Fig. 1: placed standard cells
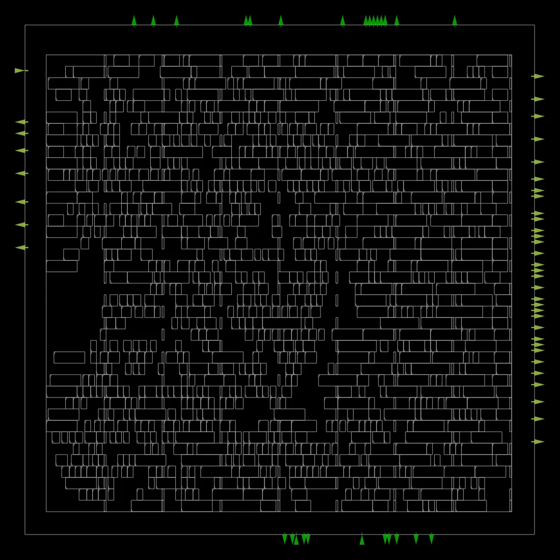
Fig. 2: supply network
Scale bar: 20 um. Pins as bars on the die edge. Tap cells in grey.
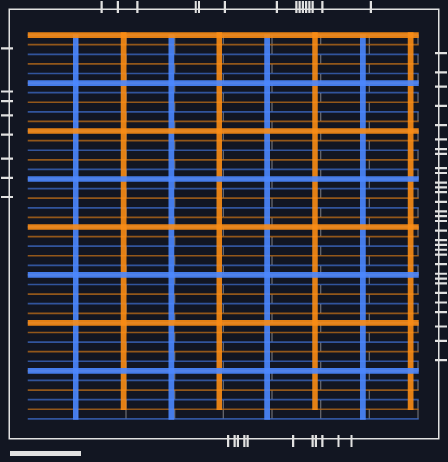
Fig. 3: clock wires, drivers and flops
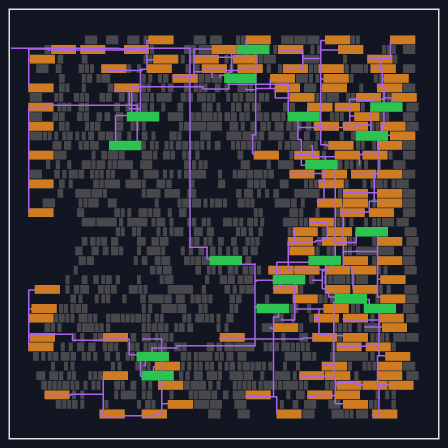
Fig. 4: placed cells, one colour a class
Scale bar: 20 um.
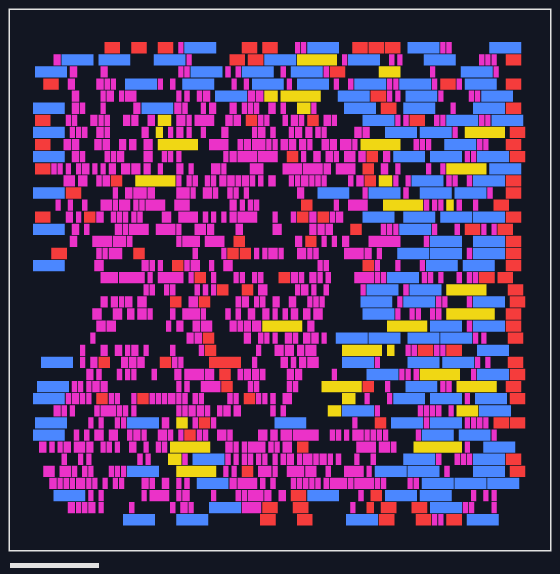
Fig. 5: wiring by layer
Scale bar: 20 um. Only two layers are drawn.
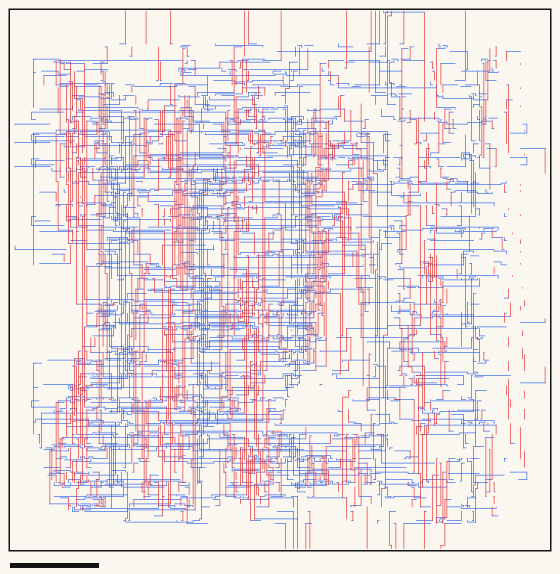
<file path="config.mk">
export PLATFORM = sky130hd
export DESIGN_NAME = fft_stage_sequencer
export DESIGN_NICKNAME = d
export VERILOG_FILES = /design/src/rtl/fft_stage_sequencer.sv
export SDC_FILE = /design/constraint.sdc
export NUM_CORES = 1
export LEC_CHECK = 0
export ABC_AREA = 1
export CORE_MARGIN = 5
export CORE_UTILIZATION = 50
export DETAILED_ROUTE_END_ITERATION = 6
export HOLD_SLACK_MARGIN = 0.02
export PLACE_DENSITY = 0.68
export SETUP_SLACK_MARGIN = 0.05
export SYNTH_ARGS = -nofsm -noshare
export SYNTH_HDL_FRONTEND = slang
export SYNTH_SLANG_ARGS = --single-unit
</file>
<file path="constraint.sdc">
create_clock -name clk -period 5.1 [get_ports clk]
set_clock_uncertainty 0.15 [all_clocks]
set_input_delay 1.02 -clock clk [delete_from_list [all_inputs] [get_ports clk]]
set_output_delay 1.02 -clock clk [all_outputs]
set_load 0.01 [all_outputs]
</file>
<file path="src/rtl/fft_stage_sequencer.sv">
// Address/strobe sequencer for an in-place radix-2 DIT FFT: walks LOG2N stages of N/2
// butterflies, inserting a read-to-write drain between stages and delaying write-back addresses.
module fft_stage_sequencer #(
   parameter int unsigned LOG2N      = 11,
   parameter int unsigned MEM_RD_LAT = 1,
   parameter int unsigned BFLY_LAT   = 2
) (
   input  logic             clk,
   input  logic             rst_n,
   input  logic             i_u1_start,
   output logic             o_u1_busy,
   output logic             o_u1_done,
   output logic             o_u1_rd_en,
   output logic [LOG2N-1:0] o_rd_addr_a,
   output logic [LOG2N-1:0] o_rd_addr_b,
   output logic [LOG2N-2:0] o_twiddle_idx,
   output logic             o_u1_bfly_valid,
   output logic             o_u1_wr_en,
   output logic [LOG2N-1:0] o_wr_addr_a,
   output logic [LOG2N-1:0] o_wr_addr_b,
   output logic [3:0]       o_u4_stage
);

   localparam int unsigned L      = MEM_RD_LAT + BFLY_LAT;
   localparam int unsigned AW     = LOG2N;
   localparam int unsigned JW     = LOG2N - 1;
   localparam int unsigned DCW    = $clog2(L + 1);
   localparam logic [3:0]  LAST_S = 4'(LOG2N - 1);

   typedef enum logic [1:0] {S_IDLE, S_RUN, S_DRAIN, S_DONE} state_t;

   state_t          state_q, state_nxt;
   logic [3:0]      s_q, s_nxt;
   logic [JW-1:0]   j_q, j_nxt;
   logic [DCW-1:0]  drain_q, drain_nxt;

   logic            rd_nxt_c;
   logic [AW-1:0]   half_c, pos_c, grp_c, addr_a_c, addr_b_c;
   logic [JW-1:0]   tw_c;

   logic [L-1:0]    dl_en;
   logic [AW-1:0]   dl_a [L];
   logic [AW-1:0]   dl_b [L];

   // State and counter registers
   always_ff @(posedge clk) begin
      if (!rst_n) begin
         state_q <= S_IDLE;
         s_q     <= '0;
         j_q     <= '0;
         drain_q <= '0;
      end else begin
         state_q <= state_nxt;
         s_q     <= s_nxt;
         j_q     <= j_nxt;
         drain_q <= drain_nxt;
      end
   end

   // Next-state and counter update
   always_comb begin
      state_nxt = state_q;
      s_nxt     = s_q;
      j_nxt     = j_q;
      drain_nxt = drain_q;
      unique case (state_q)
         S_IDLE: begin
            if (i_u1_start) begin
               state_nxt = S_RUN;
               s_nxt     = '0;
               j_nxt     = '0;
            end
         end
         S_RUN: begin
            j_nxt = j_q + JW'(1);
            if (j_q == {JW{1'b1}}) begin
               state_nxt = S_DRAIN;
               drain_nxt = DCW'(L);
            end
         end
         S_DRAIN: begin
            drain_nxt = drain_q - DCW'(1);
            if (drain_q == DCW'(1)) begin
               if (s_q == LAST_S) begin
                  state_nxt = S_DONE;
               end else begin
                  state_nxt = S_RUN;
                  s_nxt     = s_q + 4'd1;
                  j_nxt     = '0;
               end
            end
         end
         S_DONE: begin
            state_nxt = S_IDLE;
            s_nxt     = '0;
         end
         default: state_nxt = S_IDLE;
      endcase
   end

   // Butterfly address/twiddle generation for the read issued next cycle
   always_comb begin
      rd_nxt_c = (state_nxt == S_RUN);
      half_c   = AW'(1) << s_nxt;
      pos_c    = AW'(j_nxt) & (half_c - AW'(1));
      grp_c    = AW'(j_nxt) >> s_nxt;
      addr_a_c = (grp_c << (5'(s_nxt) + 5'd1)) | pos_c;
      addr_b_c = addr_a_c + half_c;
      tw_c     = JW'(pos_c << (LAST_S - s_nxt));
   end

   // Registered read-side outputs
   always_ff @(posedge clk) begin
      if (!rst_n) begin
         o_u1_busy     <= 1'b0;
         o_u1_done     <= 1'b0;
         o_u1_rd_en    <= 1'b0;
         o_rd_addr_a   <= '0;
         o_rd_addr_b   <= '0;
         o_twiddle_idx <= '0;
      end else begin
         o_u1_busy     <= (state_nxt == S_RUN) || (state_nxt == S_DRAIN);
         o_u1_done     <= (state_nxt == S_DONE);
         o_u1_rd_en    <= rd_nxt_c;
         o_rd_addr_a   <= rd_nxt_c ? addr_a_c : '0;
         o_rd_addr_b   <= rd_nxt_c ? addr_b_c : '0;
         o_twiddle_idx <= rd_nxt_c ? tw_c : '0;
      end
   end

   // Read-to-write delay line; shifts every cycle regardless of state
   always_ff @(posedge clk) begin
      if (!rst_n) begin
         dl_en <= '0;
         for (int unsigned i = 0; i < L; i++) begin
            dl_a[i] <= '0;
            dl_b[i] <= '0;
         end
      end else begin
         dl_en[0] <= o_u1_rd_en;
         dl_a[0]  <= o_rd_addr_a;
         dl_b[0]  <= o_rd_addr_b;
         for (int unsigned i = 1; i < L; i++) begin
            dl_en[i] <= dl_en[i-1];
            dl_a[i]  <= dl_a[i-1];
            dl_b[i]  <= dl_b[i-1];
         end
      end
   end

   assign o_u1_bfly_valid = dl_en[MEM_RD_LAT-1];
   assign o_u1_wr_en      = dl_en[L-1];
   assign o_wr_addr_a     = dl_a[L-1];
   assign o_wr_addr_b     = dl_b[L-1];
   assign o_u4_stage      = s_q;

endmodule
</file>
==> out/writeup.txt <==
The flow ran to the end, and the final reports show no timing, DRC or antenna violations. Largest net degree at the start of global routing: 71. The post-CTS setup repair buffer count is 0. The highest layer touched by signal routing is met4. The sum of overflow across all layers after global routing came out at 0. The tools report the post-place setup slack as 45.4 ps. The largest registers in the layout are dl_a: 33 flops, dl_b: 33 flops. The parity-gate share of the synthesized area counting xor and xnor cells was 0.827%.

Per the layout report, the design carries 107 non-clock buffers. In this run the deepest clock path goes through 2 buffers. With the count of hold buffers inserted by post-cts repair at 0, the number of antenna violations at the first check in global routing is 0.

The flow reports power dissipated in combinational cells as 83.0 uW. The run gives 4 as the number of levels the H-tree was split into. The run gives 0 for the post-route DRC violation count. Per the OpenROAD floorplan log, the area of the core is 12100 sq um. The synthesis run shows multiplexers occupying 0% of the cell area.

The critical path ends at o_rd_addr_b[10]. The detail route stage leaves a number of antenna-violating nets equal to 0. The tools report the count of filler cells inserted in the layout as 1108. The synthesis run identifies the leading combinational cell family as simple AND/OR/NAND/NOR gates.

The path with the worst hold slack has its endpoint at dl_a[0][19]. The floorplan has 40 rows. The total tool warning count is 33, and the global-route met1 utilization is 28.9%. The layout report gives the multi-input gate share of total cell area as 37.4%. With the mean cell area of the mapped netlist at 6.87 sq um, the count of buffer and inverter cells on the critical path is 4. Among all cell types in the netlist, the one instantiated most often is sky130_fd_sc_hd__nand2_1. In the layout the commonest cells are 260 x sky130_fd_sc_hd__nand2_1, 133 x sky130_fd_sc_hd__inv_1, 122 x sky130_fd_sc_hd__dfxtp_1.

For this run, the number of standard cells in the final layout without fillers is 1162. The proportion of register bits with asynchronous set or reset after synthesis was 0%; the count of flip-flops with a built-in enable after synthesis was 0. The ratio of cells with drive above 1 in the final layout works out to 12.4%.

At the later pin of the worst-skew pair, clock insertion delay measures 410 ps. With the power per unit of standard cell area at 290 nW/um^2, the power attributed to the clock group is 1180 uW. In the global route stage, overall resource usage came out at 21.6%. The time the final worst path needs with I/O delays and setup was 4660 ps; the register-to-register setup slack was 790 ps.

Hold-check failures listed in the final report amount to 0. With the final total negative setup slack at 0 ps, the critical path depth in cells is 26. In the layout the tool counted multi-input logic cells amounting to 577.

The final layout contains 1009 nets. In the synthesized netlist, the cells that appear most often are 260 x sky130_fd_sc_hd__nand2_1, 133 x sky130_fd_sc_hd__inv_1, 122 x sky130_fd_sc_hd__dfxtp_1. For this design the static power due to leakage is 0.00396 uW. The run gives 24.1% for the post-synthesis to final-layout area growth. The final timing report lists a max-slew violation count of 0. The synthesis report lists the most area-consuming cells as sky130_fd_sc_hd__dfxtp_1 39%, sky130_fd_sc_hd__nand2_1 16%, sky130_fd_sc_hd__inv_1 8.1%, sky130_fd_sc_hd__nand3_1 6.5%, sky130_fd_sc_hd__ha_1 4.8%. In the post-route analysis, the smallest setup slack over all paths is 435 ps.

The maximum fanout encountered on the critical timing path is 37. The type of origin of the critical path is an input port. The logs give 5260 ps for the required time at the endpoint of the critical path and 35.0% for the met2 global-route usage. The initial utilization of the core area, before any placement, comes to 51.4%. The layer flagged by global routing as most heavily used is met2. The flow inserted 168 tap cells. Launch point of the worst hold path: dl_a[0][8]. The detailed router put a total of 7140 um of wire on met1. In the final design, more cell area goes to combinational gates than to any other class. The cell class contributing the biggest share of worst-path delay was simple AND/OR/NAND/NOR gates.

VDD sags by at most 157 uV. The run gives 968 uW as the power drawn by the sequential cells. The slowest stage of the critical path is the sky130_fd_sc_hd__clkdlybuf4s50_1 cell.

The cell repeated most along the worst path is sky130_fd_sc_hd__nand2_1. The transition time of the tightest slew-check pin was 646 ps. In this run the tightest slew margin relative to its limit is 57.0%.

The final layout report lists a non-clock inverter count of 156. The post-placement cell area is 7090 sq um. The final hold slack came out at 256 ps. Per the synthesis report, the adder-cell share of the synthesized area is 5.17%.

The horizontal die dimension reported for this design is 121 um. The run gives 0 as the number of maximum-capacitance constraint violations. The biggest area contributor in the post-synthesis netlist is sky130_fd_sc_hd__dfxtp_1. The sequential fraction of design power is 43.4%, and the yosys synthesis warning count is 0. The buffer_ports step reported a buffer count of 65. The worst path uses 91.5% of the clock period.

Once iteration 0 of detailed routing completed, the report listed 442 DRC markers. The tools report the combinational fraction of design power as 3.7%. The run gives 66 for the total I/O pin count.

Per the cell usage report, the commonest logic cell in the layout is sky130_fd_sc_hd__nand2_1. The count of antenna diodes in the layout came out at 0. After floorplanning, the die was sized to cover 14700 sq um. Fraction of cell area in non-clock buffers: 12.6%.

The clock net in this run drives a total of 122 sinks. For this run, global-route usage on met3 was measured as 4.90%. The critical path arrival is 4820 ps. The logs give 930 for the net count entering floorplan and 6200 sq um for the chip area line of the yosys report. For the worst reg-to-reg path, the startpoint reported by OpenROAD is o_u4_stage[0].

The die is 121 um tall. The fraction of post-synthesis cell area in the top cell type by area works out to 39.4%. The internal power component was 1740 uW. The share of the final layout cell area in sequential cells is 31.7%. The tools report the start point of the critical path as i_u1_start. The number of placed instances, taps included, is 1129. Per report_power, the clock group accounts for 52.9% of the total. According to the report, the first pass of detailed routing completed in 5 iterations.

The post-synth register bit count is 122. The run gives 5170 as the via count of the first global-routing pass. After synthesis, the design contains 902 cells according to Yosys. The vias per cell was 4.87.

The switching power total is 489 uW. Clock transition at the register clock pins on the worst setup and hold paths after CTS: 50 ps. After detailed routing, the met2 layer carries 6990 um of wire.

The area fraction in compound gates is 8.76%. Class of the most critical setup path: in -> reg. The overall power is 2230 uW, and the sum of net half-perimeters after detailed placement is 11700 um. The worst setup path is captured at a register.

Wire segments on met3 add up to 943 um in the final route. The total standard cell area after synthesis is 6200 sq um. For the storage element area, the log shows 2440 sq um.

The run gives 0 for the final count of negative-setup-slack endpoints. Hold analysis shows the worst path with a depth of 2. The area fraction of clock buffers and clock inverters was 7.75%; the simple-gate area share of the yosys netlist was 31.6%. The most frequently used flop master after synthesis is sky130_fd_sc_hd__dfxtp_1. The tools report the register share after synthesis as 39.4%.
## Picture notes: Fig. 1
final core utilization: 63.8%
flip-flops: 122

## Picture notes: Fig. 2
[blue] VSS
[orange] VDD
tap cells: 168
met4 straps: 8
rows: 40
signal pins: 66
met5 straps: 8

## Picture notes: Fig. 3
[green] clock-net drivers | count: 17
[orange] flip-flops | count: 122
[purple] clock wires | length: 1500 um
routed clock nets: 18
flops lie: all over the die

## Picture notes: Fig. 4
[yellow] clock drivers and dummy loads | cells: 32
[magenta] remaining logic cells | cells: 733
[blue] registers | cells: 122
[red] remaining buffers and delay cells | cells: 107

## Picture notes: Fig. 5
[red] M2 | wire length: 6990 um
[blue] M1 | wire length: 7140 um
average wire per standard cell: 13.1 um
total vias in the final route: 5660
Detailed Route WL: 15200 um

Power is estimated from default activity; no workload was simulated.
